Figure 1. The clock network.
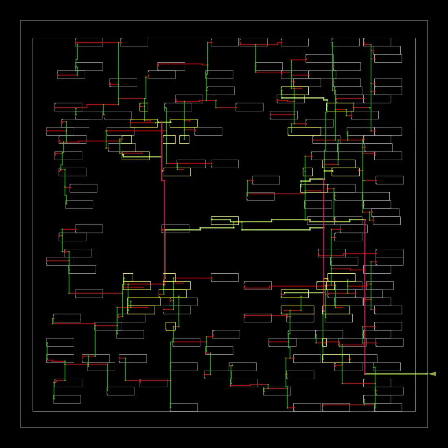
Figure 2. Clock distribution.
Scale bar: 50 um.
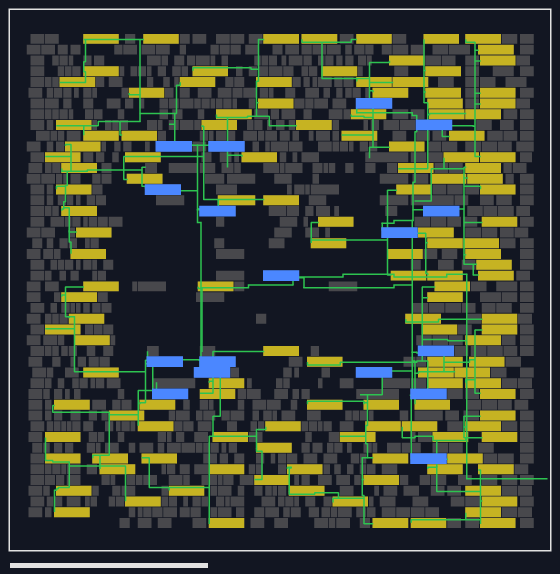
Figure 3. Metal layers overlaid.
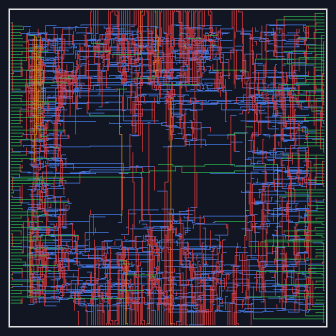
Figure 4. Port wiring.
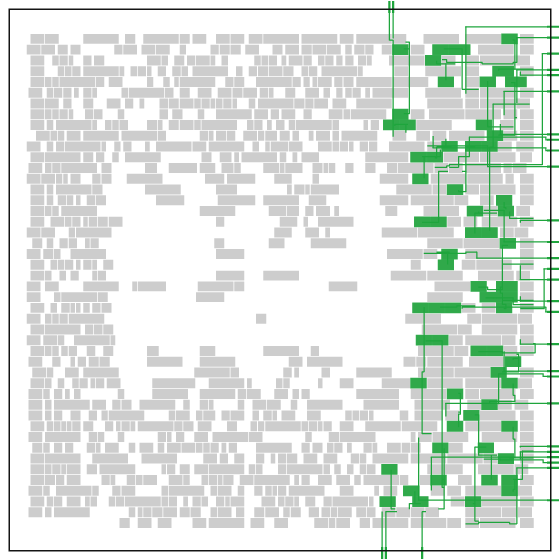
Figure 5. Selected gate families.
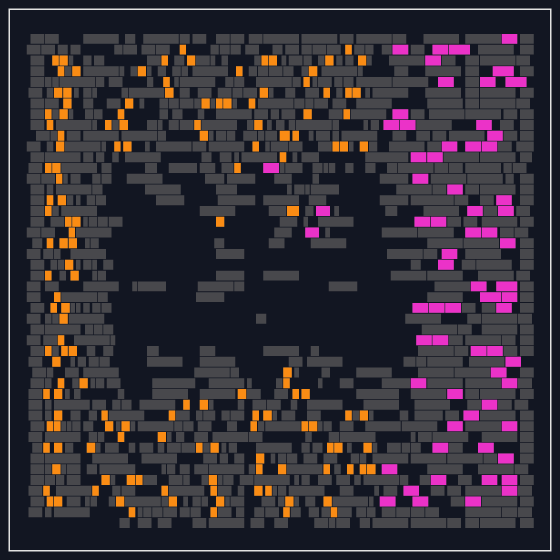
**src/rtl/mem_port_arbiter_if.sv**
```systemverilog
`default_nettype none
// ============================================================================
//  Module      : mem_port_arbiter_if
//  Description : Request/ack bundle for the two requester ports plus the
//                synchronous memory port served by mem_port_arbiter.
//  Revision    : 1.0  initial release
// ============================================================================
interface mem_port_arbiter_if #(
    parameter int ADDR_WIDTH = 32,
    parameter int DATA_WIDTH = 32
);
    localparam int c_STRB_W = DATA_WIDTH / 8;

    // port 0 : CPU
    logic                  cpu_req;
    logic                  cpu_we;
    logic [ADDR_WIDTH-1:0] cpu_addr;
    logic [DATA_WIDTH-1:0] cpu_wdata;
    logic [c_STRB_W-1:0]   cpu_wstrb;
    logic                  cpu_ack;
    logic [DATA_WIDTH-1:0] cpu_rdata;

    // port 1 : auxiliary master
    logic                  aux_req;
    logic                  aux_we;
    logic [ADDR_WIDTH-1:0] aux_addr;
    logic [DATA_WIDTH-1:0] aux_wdata;
    logic [c_STRB_W-1:0]   aux_wstrb;
    logic                  aux_ack;
    logic [DATA_WIDTH-1:0] aux_rdata;

    // memory macro side
    logic                  mem_en;
    logic [c_STRB_W-1:0]   mem_we;
    logic [ADDR_WIDTH-1:0] mem_addr;
    logic [DATA_WIDTH-1:0] mem_wdata;
    logic [DATA_WIDTH-1:0] mem_rdata;

    modport slave (
        input  cpu_req, cpu_we, cpu_addr, cpu_wdata, cpu_wstrb,
        input  aux_req, aux_we, aux_addr, aux_wdata, aux_wstrb,
        input  mem_rdata,
        output cpu_ack, cpu_rdata, aux_ack, aux_rdata,
        output mem_en, mem_we, mem_addr, mem_wdata
    );

    modport master (
        output cpu_req, cpu_we, cpu_addr, cpu_wdata, cpu_wstrb,
        output aux_req, aux_we, aux_addr, aux_wdata, aux_wstrb,
        output mem_rdata,
        input  cpu_ack, cpu_rdata, aux_ack, aux_rdata,
        input  mem_en, mem_we, mem_addr, mem_wdata
    );
endinterface
`default_nettype wire

```
**src/rtl/mem_port_arbiter.sv**
```systemverilog
`default_nettype none
// ============================================================================
//  Module      : mem_port_arbiter
//  Description : Two-port arbiter for the unified instruction/data memory;
//                serialises CPU and aux requests and sequences read latency.
//  Revision    : 1.0  initial release
// ============================================================================
module mem_port_arbiter #(
    parameter int ADDR_WIDTH   = 32,
    parameter int DATA_WIDTH   = 32,
    parameter int READ_LATENCY = 1,
    parameter int CPU_PRIORITY = 0
) (
    input  wire               clk,
    input  wire               resetn,
    mem_port_arbiter_if.slave bus,
    output logic              busy,
    output logic              owner
);
    localparam int         c_STRB_W   = DATA_WIDTH / 8;
    localparam logic [1:0] c_IDLE     = 2'd0;
    localparam logic [1:0] c_ISSUE    = 2'd1;
    localparam logic [1:0] c_WAIT     = 2'd2;
    localparam logic [1:0] c_DONE     = 2'd3;
    localparam logic [1:0] c_LAT_INIT = 2'(READ_LATENCY - 1);

    logic [1:0]            r_state;
    logic [1:0]            w_next_state;
    logic                  w_req_any;
    logic                  w_grant;
    logic                  w_sel_we;
    logic [ADDR_WIDTH-1:0] w_sel_addr;
    logic [DATA_WIDTH-1:0] w_sel_wdata;
    logic [c_STRB_W-1:0]   w_sel_wstrb;

    logic                  r_owner;
    logic                  r_we;
    logic [ADDR_WIDTH-1:0] r_addr;
    logic [DATA_WIDTH-1:0] r_wdata;
    logic [c_STRB_W-1:0]   r_wstrb;
    logic [1:0]            r_cnt;
    logic [DATA_WIDTH-1:0] r_cpu_rdata;
    logic [DATA_WIDTH-1:0] r_aux_rdata;

    // Tie-break: fixed priority to port 0, or the port that was not served last.
    always_comb begin
        w_req_any = bus.cpu_req | bus.aux_req;
        if (bus.cpu_req && bus.aux_req) begin
            w_grant = (CPU_PRIORITY != 0) ? 1'b0 : ~r_owner;
        end else begin
            w_grant = ~bus.cpu_req;
        end
    end

    always_comb begin
        if (w_grant) begin
            w_sel_we    = bus.aux_we;
            w_sel_addr  = bus.aux_addr;
            w_sel_wdata = bus.aux_wdata;
            w_sel_wstrb = bus.aux_wstrb;
        end else begin
            w_sel_we    = bus.cpu_we;
            w_sel_addr  = bus.cpu_addr;
            w_sel_wdata = bus.cpu_wdata;
            w_sel_wstrb = bus.cpu_wstrb;
        end
    end

    always_ff @(posedge clk or negedge resetn) begin
        if (!resetn) begin
            r_state <= c_IDLE;
        end else begin
            r_state <= w_next_state;
        end
    end

    always_comb begin
        w_next_state = r_state;
        case (r_state)
            c_IDLE:  if (w_req_any) w_next_state = c_ISSUE;
            c_ISSUE: w_next_state = r_we ? c_DONE : c_WAIT;
            c_WAIT:  if (r_cnt == 2'd0) w_next_state = c_DONE;
            c_DONE:  w_next_state = c_IDLE;
            default: w_next_state = c_IDLE;
        endcase
    end

    // Owner resets to 1 so that port 0 takes the first tie.
    always_ff @(posedge clk or negedge resetn) begin
        if (!resetn) begin
            r_owner     <= 1'b1;
            r_we        <= 1'b0;
            r_addr      <= '0;
            r_wdata     <= '0;
            r_wstrb     <= '0;
            r_cnt       <= 2'd0;
            r_cpu_rdata <= '0;
            r_aux_rdata <= '0;
        end else begin
            case (r_state)
                c_IDLE: begin
                    if (w_req_any) begin
                        r_owner <= w_grant;
                        r_we    <= w_sel_we;
                        r_addr  <= w_sel_addr;
                        r_wdata <= w_sel_wdata;
                        r_wstrb <= w_sel_wstrb;
                    end
                end
                c_ISSUE: begin
                    if (!r_we) r_cnt <= c_LAT_INIT;
                end
                c_WAIT: begin
                    if (r_cnt == 2'd0) begin
                        if (r_owner) r_aux_rdata <= bus.mem_rdata;
                        else         r_cpu_rdata <= bus.mem_rdata;
                    end else begin
                        r_cnt <= r_cnt - 2'd1;
                    end
                end
                default: ;
            endcase
        end
    end

    // Memory bus is quiet outside ISSUE so mem_en never stretches.
    always_comb begin
        bus.mem_en    = (r_state == c_ISSUE);
        bus.mem_we    = (r_state == c_ISSUE && r_we) ? r_wstrb : '0;
        bus.mem_addr  = (r_state == c_ISSUE) ? r_addr : '0;
        bus.mem_wdata = (r_state == c_ISSUE && r_we) ? r_wdata : '0;
        bus.cpu_ack   = (r_state == c_DONE) && !r_owner;
        bus.aux_ack   = (r_state == c_DONE) &&  r_owner;
        bus.cpu_rdata = r_cpu_rdata;
        bus.aux_rdata = r_aux_rdata;
        busy          = (r_state != c_IDLE);
        owner         = r_owner;
    end
endmodule
`default_nettype wire
```
**src/flat_wrapper.sv**
```systemverilog
// flat-port wrapper written by rule: the top's interface ports become plain ports
module mem_port_arbiter_flat 
#(
    parameter int ADDR_WIDTH   = 32,
    parameter int DATA_WIDTH   = 32,
    parameter int READ_LATENCY = 1,
    parameter int CPU_PRIORITY = 0
)
  (clk, resetn, busy, owner, bus_cpu_req, bus_cpu_we, bus_cpu_addr, bus_cpu_wdata, bus_cpu_wstrb, bus_aux_req, bus_aux_we, bus_aux_addr, bus_aux_wdata, bus_aux_wstrb, bus_mem_rdata, bus_cpu_ack, bus_cpu_rdata, bus_aux_ack, bus_aux_rdata, bus_mem_en, bus_mem_we, bus_mem_addr, bus_mem_wdata);
  mem_port_arbiter_if #(.ADDR_WIDTH(ADDR_WIDTH), .DATA_WIDTH(DATA_WIDTH)) bus_i ();
  input  wire clk;
  input  wire resetn;
  output logic busy;
  output logic owner;
  input wire logic [$bits(bus_i.cpu_req)-1:0] bus_cpu_req;
  input wire logic [$bits(bus_i.cpu_we)-1:0] bus_cpu_we;
  input wire logic [$bits(bus_i.cpu_addr)-1:0] bus_cpu_addr;
  input wire logic [$bits(bus_i.cpu_wdata)-1:0] bus_cpu_wdata;
  input wire logic [$bits(bus_i.cpu_wstrb)-1:0] bus_cpu_wstrb;
  input wire logic [$bits(bus_i.aux_req)-1:0] bus_aux_req;
  input wire logic [$bits(bus_i.aux_we)-1:0] bus_aux_we;
  input wire logic [$bits(bus_i.aux_addr)-1:0] bus_aux_addr;
  input wire logic [$bits(bus_i.aux_wdata)-1:0] bus_aux_wdata;
  input wire logic [$bits(bus_i.aux_wstrb)-1:0] bus_aux_wstrb;
  input wire logic [$bits(bus_i.mem_rdata)-1:0] bus_mem_rdata;
  output wire logic [$bits(bus_i.cpu_ack)-1:0] bus_cpu_ack;
  output wire logic [$bits(bus_i.cpu_rdata)-1:0] bus_cpu_rdata;
  output wire logic [$bits(bus_i.aux_ack)-1:0] bus_aux_ack;
  output wire logic [$bits(bus_i.aux_rdata)-1:0] bus_aux_rdata;
  output wire logic [$bits(bus_i.mem_en)-1:0] bus_mem_en;
  output wire logic [$bits(bus_i.mem_we)-1:0] bus_mem_we;
  output wire logic [$bits(bus_i.mem_addr)-1:0] bus_mem_addr;
  output wire logic [$bits(bus_i.mem_wdata)-1:0] bus_mem_wdata;
  assign bus_i.cpu_req = bus_cpu_req;
  assign bus_i.cpu_we = bus_cpu_we;
  assign bus_i.cpu_addr = bus_cpu_addr;
  assign bus_i.cpu_wdata = bus_cpu_wdata;
  assign bus_i.cpu_wstrb = bus_cpu_wstrb;
  assign bus_i.aux_req = bus_aux_req;
  assign bus_i.aux_we = bus_aux_we;
  assign bus_i.aux_addr = bus_aux_addr;
  assign bus_i.aux_wdata = bus_aux_wdata;
  assign bus_i.aux_wstrb = bus_aux_wstrb;
  assign bus_i.mem_rdata = bus_mem_rdata;
  assign bus_cpu_ack = bus_i.cpu_ack;
  assign bus_cpu_rdata = bus_i.cpu_rdata;
  assign bus_aux_ack = bus_i.aux_ack;
  assign bus_aux_rdata = bus_i.aux_rdata;
  assign bus_mem_en = bus_i.mem_en;
  assign bus_mem_we = bus_i.mem_we;
  assign bus_mem_addr = bus_i.mem_addr;
  assign bus_mem_wdata = bus_i.mem_wdata;
  mem_port_arbiter #(.ADDR_WIDTH(ADDR_WIDTH), .DATA_WIDTH(DATA_WIDTH), .READ_LATENCY(READ_LATENCY), .CPU_PRIORITY(CPU_PRIORITY)) u_core (.clk(clk), .resetn(resetn), .bus(bus_i), .busy(busy), .owner(owner));
endmodule
```
**config.mk**
```make
export PLATFORM = sky130hd
export DESIGN_NAME = mem_port_arbiter_flat
export DESIGN_NICKNAME = d
export VERILOG_FILES = /design/src/rtl/mem_port_arbiter_if.sv /design/src/rtl/mem_port_arbiter.sv /design/src/flat_wrapper.sv
export SDC_FILE = /design/constraint.sdc
export NUM_CORES = 1
export LEC_CHECK = 0
export ABC_CLOCK_PERIOD_IN_PS = 2800
export CAP_MARGIN = 20
export CORE_MARGIN = 4
export CORE_UTILIZATION = 40
export CTS_CLUSTER_DIAMETER = 120
export CTS_CLUSTER_SIZE = 24
export DETAILED_ROUTE_END_ITERATION = 10
export PLACE_DENSITY = 0.86
export SYNTH_ARGS = -nofsm -noshare
export SYNTH_HDL_FRONTEND = slang
export SYNTH_SLANG_ARGS = --single-unit
```
**constraint.sdc**
```tcl
create_clock -name clk -period 2.8 [get_ports clk]
set_clock_uncertainty 0.15 [all_clocks]
set_input_delay 0.7 -clock clk [delete_from_list [all_inputs] [get_ports clk]]
set_output_delay 0.7 -clock clk [all_outputs]
set_load 0.03 [all_outputs]
```
==> flow_metrics.tcl <==
# implementation run metrics
set metrics [dict create \
    status "finished clean" \
    worstPathRequired_ns 1.95 \
    nets 1114 \
    post_dp_cell_area_um2 9800 \
    die-width_um 137 \
    grt_pass1_vias 6176 \
    grt.met3_usage 0.0805 \
    synthArstFlopShare 1.00 \
    core_util_floorplan 0.411 \
    dp.cells 1129 \
    final_cell_mix "236 x clkdlybuf4s50_1, 137 x dfrtp_1, 74 x buf_4" \
    synthFlopType "dfrtp_1" \
    r2r_start "u_core.r_state[0]" \
    comb_power_share 0.534 \
    end_kind "output pin" \
    crit_chain "inv_1 -> ha_1 -> buf_12 -> and3_1 -> buf_4" \
    power_density_nw_per_um2 1240 \
    p_seq_frac 0.277 \
    yosys_warnings 0 \
    vdd_drop_max_mv 0.627 \
    synth.avg_cell_area_um2 10.2 \
    dp_slack_ns 0.333 \
    cts_htree_levels 4 \
    setup_viol_count_final 0 \
    buffer_area_frac 0.310 \
    routed.top_layer "met4" \
    netSwitchingPower_w 0.00535 \
    comb_cell_power_w 0.00689 \
    antennaDiodeCount 1 \
    hold_slack_ns 0.0755 \
    hold_path.class "input pin to asynchronous set/reset pin" \
    cp_max_fo 37 \
    ys_sh_adder 0.0152 \
    drtPass1Iterations 4 \
    tightest_slew_ns 0.480 \
    top_logic_kind "simple AND/OR/NAND/NOR gates" \
    critPathKind "flop to output pin" \
    route.met3.wl_um 2060 \
    root_buffer "clkbuf_16" \
    ys_chip_area_um2 6610 \
    grt_pass1_wl_um 31800 \
    netlist_instances 646 \
    regArea_um2 3450 \
    wl_met1_um 8050 \
    fin_crit_ns 2.66 \
    cts_hold_buf 0 \
    dominant-cell-class "registers" \
    clock_area_frac 0.0612 \
    grt_use_met2 0.374 \
    power_leader "combinational cells" \
    startpoint "u_core.r_state[1]" \
    period_used_share 0.948 \
    synth_cell_types 31 \
    drtAntennaViolNets 0 \
    wl_met2_um 10100 \
    clkSinkCount 138 \
    cpPeakStageDelay_ns 0.44 \
    gp_congestion 0.801 \
]
## Picture notes: Figure 1
Clock group: 0.00244 W
clk_buf instances: 18
Flop Count: 138

## Picture notes: Figure 2
yellow -> flip-flops  # count 138
blue -> clock-net drivers  # count 17
green -> clock wires  # length 1800 um
routed clock nets = 18
flops lie = spread over the die
clk latency late pin: 0.41 ns
Clock power frac: 0.189

## Picture notes: Figure 3
orange -> M4  # wire length 586 um
green -> M3  # wire length 2060 um
red -> M2  # wire length 10100 um
blue -> M1  # wire length 8050 um

## Picture notes: Figure 4
green -> `bus_mem_rdata`  # bits 32, direction input, edge 27 east, 3 south, 2 north, end cells 64, buffers 32, wire 1240 um
I/O pins: 311
input/output buffers: 310

## Picture notes: Figure 5
magenta -> mux cells  # cells 67, most used mux2_2, where a column on the right
orange -> aoi and oai cells  # cells 143, most used a31oi_1
logic share of the area: 0.270
most frequent logic cell in the layout: clkdlybuf4s50_1

## registers in the layout (all words and copies together) (netlist names)
name / cells
u_core.bus.aux_rdata: 32
u_core.bus.cpu_rdata: 32
u_core.owner: 1
u_core.r_addr: 32
u_core.r_cnt: 2
u_core.r_state: 2
u_core.r_wdata: 32
u_core.r_we: 1
u_core.r_wstrb: 4
## synth_stat cells, types with 7 or more instances
master,n
a31oi_1,70
buf_2,25
mux2_2,60
and3_1,36
buf_6,7
nand3_1,71
dfrtp_1,137
ha_1,8
o21ai_0,69
nor2_1,71
and2_1,33
clkbuf_1,26
## worst max-delay path: cells and delay by family, from the launching register on
kind / cells / cell delay, ns
adders and majority gates: 1 / 0.23
buffers and inverters: 3 / 0.51
DFF: 1 / 0.44
and+or+nand+nor: 1 / 0.20
Power and IR drop assume default switching activity.
